layers.png
(6 px per micron)
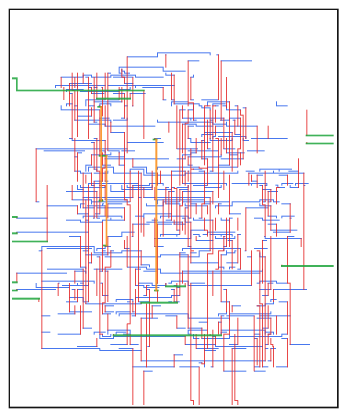
m2.png
(4 px per micron)
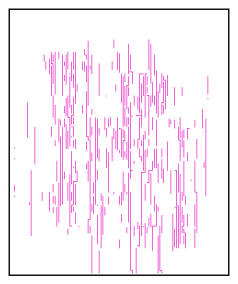
floorplan.png
(6 px per micron) Pins as bars on the die edge. Tap cells in gray.
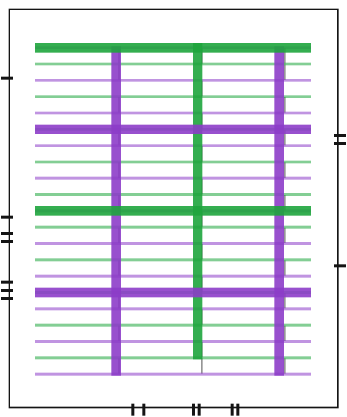
==> config.mk <==
export PLATFORM = sky130hd
export DESIGN_NAME = keypad_event_capture
export DESIGN_NICKNAME = d
export VERILOG_FILES = /design/src/rtl/keypad_pkg.sv /design/src/rtl/keypad_frame_accum.sv /design/src/rtl/keypad_event_capture.sv
export SDC_FILE = /design/constraint.sdc
export NUM_CORES = 1
export LEC_CHECK = 0
export ABC_AREA = 1
export CAP_MARGIN = 20
export CORE_ASPECT_RATIO = 1.25
export CORE_MARGIN = 4
export CORE_UTILIZATION = 50
export CTS_BUF_LIST = sky130_fd_sc_hd__clkbuf_2 sky130_fd_sc_hd__clkbuf_4 sky130_fd_sc_hd__clkbuf_8
export DETAILED_ROUTE_END_ITERATION = 12
export HOLD_SLACK_MARGIN = 0.12
export PLACE_DENSITY = 0.71
export SLEW_MARGIN = 20
export SYNTH_ARGS = -nofsm -noshare
export SYNTH_HDL_FRONTEND = slang
export SYNTH_SLANG_ARGS = --single-unit
export TNS_END_PERCENT = 100
==> constraint.sdc <==
create_clock -name clk -period 2.14 [get_ports clk]
set_input_delay 0.428 -clock clk [delete_from_list [all_inputs] [get_ports clk]]
set_output_delay 0.428 -clock clk [all_outputs]
set_load 0.03 [all_outputs]
==> CHANGELOG.md <==
### Physical design

* Reg2Reg Setup Slack at 0.74 ns
* Clk. pwr at between 200 and 300 uW
* Worst Path Max Fanout at 2
* Cell area after synthesis at around 0.0014 sq mm
* PortBufs at 15
* Biggest Area Class: logic gates
* Total Power at about 860 uW
* Main logic family: simple AND/OR/NAND/NOR gates
* Clock root buffer: clkbuf_4
* Combinational share of cell area at 0.440
* Seq pwr at between 500 and 600 uW
* Status: finished, final reports clean
* Clock sink count at 26
* Yosys chip area at between 0.001 and 0.0015 sq mm
* Crit path max-delay family: buffers and inverters
* Worst Path Buf+Inv at 1
* Area leader share at 0.385
* Clock buffer count at 4
* Synth area leader: dfxtp_1
* Logic pwr share at 0.119
* Max Fclk at roughly 0.56 GHz
* Yosys cell count at about 190
* P&R area growth vs syn at 16.9%
* Clk slew on worst S/H paths at around 0.14 ns
* Top FF cell, synth: dfxtp_1
* Comb pwr at 102 uW
* CP Cell Sequence: clkdlybuf4s50_1
* Storage element area at 520 sq um
* Pleak at 0.651 nW
* Worst slew margin at 0.738
* PwrDens at between 500 and 600 mW/mm^2
* Unrepaired setup endpoints after global routing: false
* Buffering overhead at 0.105
* Top power group: registers
* WP data required at ~1.7 ns
* Sw frac at 0.252
* Setup Viol. Count Final at 0
* Yosys reg bits at 26
* Worst Setup Start Kind: register
* CP max-delay cell: clkdlybuf4s50_1
* Internal power at 640 uW
* Min Hold Slack at roughly 0.48 ns
* Layout Cells excl Fill at roughly 240
* Crit path DAT at 1.36 ns
* Routed vias/inst at a little over 5
* CP endpoint kind: output port
* Net Switching at approximately 220 uW
* Mapped Nets at 200
* Synthesized area per cell at 7.15 sq um
* Antenna violations before repair at 0
* Max-Cap Viols at 0
* Detailed placement HPWL at about 2200 microns
* Top cells by area: dfxtp_1 39%, nand2_1 13%, inv_1 7.5%
* Placed instance area at about 0.0015 sq mm
* Minimum clock period at 1.79 ns
* Finished Cell Area at 0.00158 sq mm
* Final nets at between 200 and 250
## Picture notes: layers.png
- orange: M4 (wire length 55.8 microns)
- red: M2 (wire length 1290 microns)
- green: M3 (wire length 89.0 microns)
- blue: M1 (wire length 1280 microns)
Vias: 1226
Global Route Usage Sum: 0.172
final wirelength: 2720 microns
DR WL/cell: 11.2 microns

## Picture notes: m2.png
- longest straight run: 21.8 microns
- main direction: vertical
- share of all routed wire: 47%
met2 GRT Util: 0.283

## Picture notes: floorplan.png
- green: VDD
- purple: VSS
- met1 rails: 21
- tap cells: 33
- rows: 20
- met4 straps: 3
DIE WIDTH: 54.5 microns
die height: 66.1 microns
VDD IR max: 0.000390 V

[routing by layer]
layer / vias to the layer above / global-route usage / routed length, microns
met5: - / 0 / 0
met4: 0 / 0.0654 / 55
met3: 6 / 0.0203 / 88
met2: 25 / 0.283 / 1290
met1: 560 / 0.222 / 1280
li1: 635 / - / -
[cell usage in the layout (no fill, tap or decap), drive strengths merged]
master	instances
clkbuf	4
dfxtp	26
nor3	2
o221ai	1
nor2	24
clkinv	3
nand2	53
nand4	4
or2	1
buf	2
a21o	2
inv	29
o21ai	15
nand3	10
xnor2	4
ha	2
o211ai	1
clkdlybuf4s50	15
a21oi	11
[cell families after synthesis]
family          Yosys count
simple gates             94
flops                    26
fa+ha+maj                 2
compound gates           30
xor+xnor                  4
buf+inv                  33
Power and IR drop assume default switching activity.
